$ cat config.mk
export PLATFORM = sky130hd
export DESIGN_NAME = fetch_align_unit
export DESIGN_NICKNAME = d
export VERILOG_FILES = /design/src/rtl/fetch_pkg.sv /design/src/rtl/fetchBuffer.sv /design/src/rtl/fetch_align_unit.sv
export SDC_FILE = /design/constraint.sdc
export NUM_CORES = 1
export LEC_CHECK = 0
export ABC_AREA = 1
export CAP_MARGIN = 10
export CORE_AREA = 3 3 195 197
export CTS_CLUSTER_DIAMETER = 200
export DETAILED_ROUTE_END_ITERATION = 8
export DIE_AREA = 0 0 198 200
export PLACE_DENSITY_LB_ADDON = 0.05
export SYNTH_ARGS = -nofsm -noshare
export SYNTH_HDL_FRONTEND = slang
export SYNTH_SLANG_ARGS = --single-unit
$ cat constraint.sdc
create_clock -name clk -period 7.2 [get_ports clk]
set_input_delay 2.16 -clock clk [delete_from_list [all_inputs] [get_ports clk]]
set_output_delay 2.16 -clock clk [all_outputs]
set_load 0.005 [all_outputs]
$ cat src/rtl/fetch_pkg.sv
// Shared types and constants for the instruction fetch/realign stage.
package fetch_pkg;

  typedef enum logic [1:0] {
    BOOT  = 2'd0,
    FETCH = 2'd1,
    WAIT  = 2'd2,
    DRAIN = 2'd3
  } fetchState_t;

  localparam int BUF_WORDS = 2;

  // Low two bits of a 32-bit instruction; anything else is an RVC halfword.
  localparam logic [1:0] RVC_MASK = 2'b11;

  function automatic logic is_rvc(input logic [15:0] half);
    return half[1:0] != RVC_MASK;
  endfunction

endpackage

$ cat src/rtl/fetchBuffer.sv
// Two-entry word FIFO; each entry carries the word address it was fetched from.
module fetchBuffer (
  input  logic        clk,
  input  logic        arstn,
  input  logic        flush_i,
  input  logic        push_i,
  input  logic [31:0] push_data_i,
  input  logic [31:0] push_addr_i,
  input  logic        pop_i,
  output logic [31:0] head_data_o,
  output logic [31:0] head_addr_o,
  output logic [15:0] next_half_o,
  output logic [1:0]  count_o
);

  logic [31:0] data0_q, data1_q;
  logic [31:0] addr0_q, addr1_q;
  logic [1:0]  count_q;

  // Entry 0 is always the head; a pop shifts entry 1 down.
  always_ff @(posedge clk) begin
    if (!arstn) begin
      data0_q <= '0;
      data1_q <= '0;
      addr0_q <= '0;
      addr1_q <= '0;
      count_q <= '0;
    end else if (flush_i) begin
      count_q <= '0;
    end else begin
      case ({push_i, pop_i})
        2'b10: begin
          if (count_q == 2'd0) begin
            data0_q <= push_data_i;
            addr0_q <= push_addr_i;
            count_q <= count_q + 2'd1;
          end else if (count_q == 2'd1) begin
            data1_q <= push_data_i;
            addr1_q <= push_addr_i;
            count_q <= count_q + 2'd1;
          end
        end
        2'b01: begin
          if (count_q != 2'd0) begin
            data0_q <= data1_q;
            addr0_q <= addr1_q;
            count_q <= count_q - 2'd1;
          end
        end
        2'b11: begin
          if (count_q == 2'd2) begin
            data0_q <= data1_q;
            addr0_q <= addr1_q;
            data1_q <= push_data_i;
            addr1_q <= push_addr_i;
          end else begin
            data0_q <= push_data_i;
            addr0_q <= push_addr_i;
            count_q <= 2'd1;
          end
        end
        default: ;
      endcase
    end
  end

  assign head_data_o = data0_q;
  assign head_addr_o = addr0_q;
  assign next_half_o = data1_q[15:0];
  assign count_o     = count_q;

endmodule

$ cat src/rtl/fetch_align_unit.sv
// Fetch stage: word-aligned memory requests, a two-word buffer, and
// realignment of 16/32-bit instructions (including word-straddling ones).
//
// Handshakes: a transfer happens on a clock edge where valid and ready are
// both high; valid never depends on ready, and the payload stays stable while
// valid is high and ready is low. imemReq/imemGnt and instrValid/instrReady
// follow this rule; imemRvalid is unconditionally accepted.
module fetch_align_unit #(
  parameter int BUF_WORDS = fetch_pkg::BUF_WORDS
) (
  input  logic                   clk,
  input  logic                   arstn,
  input  logic [31:0]            pcIF,
  input  logic                   redirect,
  output logic                   imemReq,
  output logic [31:0]            imemAddr,
  input  logic                   imemGnt,
  input  logic                   imemRvalid,
  input  logic [31:0]            imemRdata,
  output logic                   instrValid,
  input  logic                   instrReady,
  output logic [31:0]            instr,
  output logic [31:0]            instrPc,
  output logic                   instrCompressed,
  output fetch_pkg::fetchState_t fsm_state_o
);

  import fetch_pkg::*;

  fetchState_t state_q;
  logic [31:0] faddr_q;
  logic        hoff_q, hoff_d;
  logic        outstanding_q;

  logic [31:0] head_data, head_addr;
  logic [15:0] next_half;
  logic [1:0]  buf_count;
  logic        buf_full, buf_push, buf_pop;

  logic [15:0] head_low;
  logic        low_rvc, avail, fire, grant, outst_after_redirect;
  logic [31:0] raw_instr;

  // Bit 0 of the PC can never address an instruction and is dropped.
  logic unused_pc_bit;
  assign unused_pc_bit = pcIF[0];

  fetchBuffer u_buf (
    .clk         (clk),
    .arstn       (arstn),
    .flush_i     (redirect),
    .push_i      (buf_push),
    .push_data_i (imemRdata),
    .push_addr_i (faddr_q - 32'd4),
    .pop_i       (buf_pop),
    .head_data_o (head_data),
    .head_addr_o (head_addr),
    .next_half_o (next_half),
    .count_o     (buf_count)
  );

  assign buf_full = (buf_count == 2'(BUF_WORDS));
  assign imemReq  = (state_q == FETCH) && !buf_full;
  assign imemAddr = faddr_q;
  assign grant    = imemReq && imemGnt;
  // Returning data belongs to the word just below faddr (faddr already advanced on grant).
  assign buf_push = (state_q == WAIT) && imemRvalid && !redirect;
  // A request still in flight after this cycle means the next rvalid is stale.
  assign outst_after_redirect = (outstanding_q && !imemRvalid) || grant;

  // Realign the head halfword into one instruction and decide consumption.
  always_comb begin
    head_low  = hoff_q ? head_data[31:16] : head_data[15:0];
    low_rvc   = is_rvc(head_low);
    raw_instr = head_data;
    if (low_rvc) begin
      raw_instr = {16'h0000, head_low};
    end else if (hoff_q) begin
      raw_instr = {next_half, head_low};
    end
    avail = (buf_count != 2'd0) && (low_rvc || !hoff_q || buf_full);
    instrValid      = avail && !redirect;
    instr           = instrValid ? raw_instr : '0;
    instrPc         = instrValid ? (head_addr + {30'd0, hoff_q, 1'b0}) : '0;
    instrCompressed = instrValid && low_rvc;
    fire    = instrValid && instrReady;
    // Offset moves 1 (RVC) or 2 halfwords; crossing the word end pops the head.
    buf_pop = fire && (hoff_q || !low_rvc);
    hoff_d  = fire ? (hoff_q ^ low_rvc) : hoff_q;
  end

  // Fetch FSM: address, halfword offset and outstanding-request tracking.
  always_ff @(posedge clk) begin
    if (!arstn) begin
      state_q       <= BOOT;
      faddr_q       <= '0;
      hoff_q        <= 1'b0;
      outstanding_q <= 1'b0;
    end else if (redirect) begin
      faddr_q       <= {pcIF[31:2], 2'b00};
      hoff_q        <= pcIF[1];
      outstanding_q <= outst_after_redirect;
      state_q       <= outst_after_redirect ? DRAIN : FETCH;
    end else begin
      hoff_q <= hoff_d;
      case (state_q)
        BOOT: begin
          faddr_q <= {pcIF[31:2], 2'b00};
          hoff_q  <= pcIF[1];
          state_q <= FETCH;
        end
        FETCH: begin
          if (grant) begin
            faddr_q       <= faddr_q + 32'd4;
            outstanding_q <= 1'b1;
            state_q       <= WAIT;
          end
        end
        WAIT, DRAIN: begin
          if (imemRvalid) begin
            outstanding_q <= 1'b0;
            state_q       <= FETCH;
          end
        end
        default: state_q <= BOOT;
      endcase
    end
  end

  assign fsm_state_o = state_q;

endmodule
Figure 1. The metal 2 layer.
Drawn at 2 px/um.
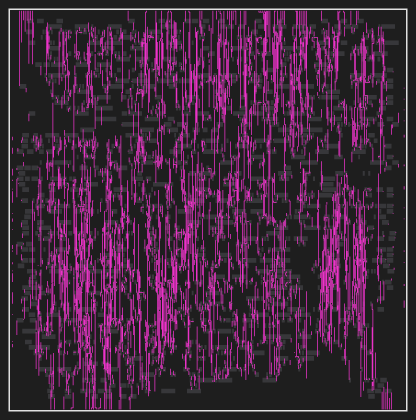
longest straight run	62.6 um
wire length on this layer	16700 um
nets with wire on the layer	1408
main direction	vertical

Figure 2. Routing congestion.
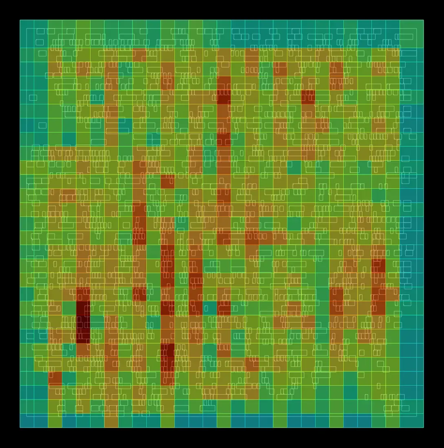
routing usage on met1: 30.22%
GR peak layer: met1
final design utilization: 36.57%
met3 Use GR: 2.685%

==> impl_metrics.env <==
# flow metrics
export IMPL_r2r_cells=16
export IMPL_hp_start="outstanding_q$_SDFFE_PN0P_"
export IMPL_dpl_hpwl_um=28290
export IMPL_final_nets=2030
export IMPL_setup_viol=0
export IMPL_worstMarginPinSlew_ps=1094
export IMPL_clk_latency_ps=440
export IMPL_cp_top_family="buffers and inverters"
export IMPL_max_cap_violations=0
export IMPL_fmax_ghz=0.1564
export IMPL_io_buffers=169
export IMPL_finalWeightedCongestion=0.8831
export IMPL_dieArea_sq_um=39600
export IMPL_hold_buffers=0
export IMPL_cp_max_fo=16
export IMPL_crit_type="in2out"
export IMPL_vdd_ir_drop_max_mv=0.1351
export IMPL_grt_pass1_vias=10700
export IMPL_ff_type="dfxtp_1"
export IMPL_arrival_ps=4230
export IMPL_outcome="finished clean"
export IMPL_warnings=31
export IMPL_first_iter_violations=775
export IMPL_synth_async_reset_ratio_pct=0
export IMPL_detail_route_wl_per_cell_um=16.30
export IMPL_path_cells="clkdlybuf4s50_1, inv_2, nand2_2, nor2_4, nand2_1, a21oi_1, clkdlybuf4s50_1"
export IMPL_drc=0
export IMPL_synth_area_top_cells="dfxtp_1 (31%), nand2_1 (18%), nand3_1 (11%)"
export IMPL_yosys_area_top_type="dfxtp_1"
export IMPL_ys_cells=1858
export IMPL_fin_crit_ps=6395
export IMPL_ys_seq_share_pct=30.63
export IMPL_ys_sh_xor_pct=2.503
export IMPL_cpPeakStageDelay_ps=550
export IMPL_cts_sinks=166
export IMPL_p_per_area_nw_per_um2=176.1
export IMPL_syn_area_sq_um=10850
export IMPL_muxShareOfSynthArea_pct=0.1845
Figure 3. Met3 routing.
Drawn at 2 px/um.
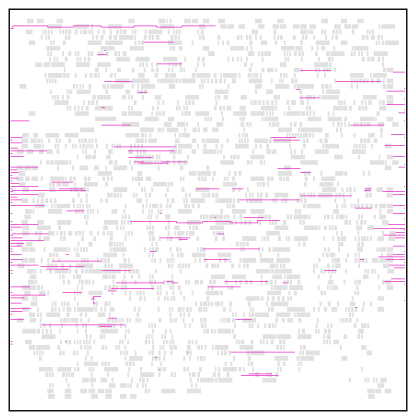
share of all routed wire	3.8%
longest straight run	41.4 um

Figure 4. Pin map.
Drawn at 2 px/um. Pins as bars across the die edge, other pins in grey.
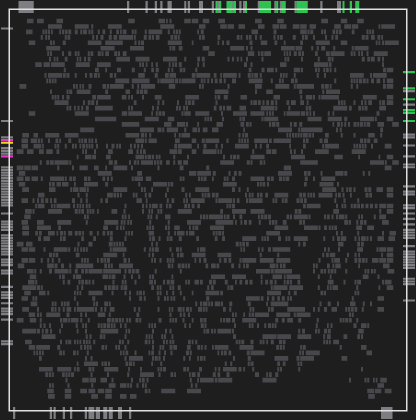
port	colour	pins	direction	edge
fsm_state_o	magenta	2	output	west
redirect	yellow	1	input	west
instr	green	32	output	26 north, 6 east
all pins by edge	56 north, 53 west, 38 east, 24 south

[cell type report]
class,instances,area (sq um)
inverter,206,773.2
sequential,166,3323
clock inverter,12,143.9
tap,468,585.6
timing repair buffer,186,1817
clock buffer,20,446.7
fill,4100,23110
antenna,1,2.502
multi-input combinational,1374,6231
[state kept, by name, indices dropped and copies added (netlist names)]
signal             count
u_buf.count_o          2
outstanding_q          1
imemAddr              32
u_buf.addr1_q         32
hoff_q                 1
u_buf.head_addr_o     32
fsm_state_o            2
u_buf.data1_q         32
u_buf.head_data_o     32
[worst reg2reg max path: cells and delay by family, from the launching register on]
kind / cells / cell delay, ps
simple gates: 10 / 1640
mux: 1 / 370
fa+ha+maj: 1 / 220
buf+inv: 4 / 1120
flops: 1 / 310
[power breakdown]
| group | switching [W] | internal, W | total [W] | leakage [nW] |
|---|---|---|---|---|
| combinational | 0.000234 | 0.000152 | 0.000386 | 3.94 |
| sequential | 0.0000586 | 0.000945 | 0.00100 | 1.35 |
| clock | 0.000428 | 0.000528 | 0.000956 | 0.289 |
[cells in the final DEF, fill, tap and decap left out, drive strengths merged]
cell type      Yosys  layout
nand3b             3       3
a311oi             1       1
or2               36      36
diode              0       1
nor2             313     313
nor3              24      24
o21bai             2       2
dfxtp            166     166
xnor2              8       8
xor2              23      23
o22ai              1       1
clkinvlp           0       1
a211oi             2       2
inv              206     210
bufinv             0       2
a31oi              2       2
clkinv             0       5
o211ai             2       2
clkdlybuf4s50      0     168
buf               56      18
a22oi              2       2
o21a               1       1
mux2i              2       2
clkbuf            56      20
o21ai             72      72
nand2            520     520
nand4             18      18
nand3            243     243
ha                 9       9
a21oi             87      87
and2               3       3
[stage by stage]
stage / instance area (sq um) / hold WS, ps
final: 13320 / 467.0
after CTS: 13320 / 469.1
after global placement: 12730 / 458.1
after global routing: 13320 / 488.5
after detailed placement: 12730 / 457.7
after floorplan: 10850 / 438.9
[worst paths after layout]
kind,endpoint,slack [ps]
worst max-delay path,instr[18],810
worst min-delay path,outstanding_q$_SDFFE_PN0P_,470
worst max register to register,u_buf.head_data_o[19]$_SDFFE_PN0P_,3450
worst min register to register,outstanding_q$_SDFFE_PN0P_,470
[kinds of logic (layout without fill, tap and decap cells)]
logic type / count (synthesis) / after routing
and+or+nand+nor: 1160 / 1160
xor gates and xnor gates: 31 / 31
buffers and inverters: 318 / 424
DFF: 166 / 166
AOI/OAI and AO/OA: 172 / 172
adders and majority gates: 9 / 9
muxes: 2 / 2
other: 0 / 1
[routing by layer]
metal / vias up / track usage [%] / routed length (um)
li1: 6004 / - / -
met1: 5253 / 30.22 / 20970
met2: 228 / 29.06 / 16660
met3: 24 / 2.685 / 1485
met4: 0 / 5.111 / 543
met5: - / 0 / 0
No activity file was given, so power comes from the tool's default toggle rates.
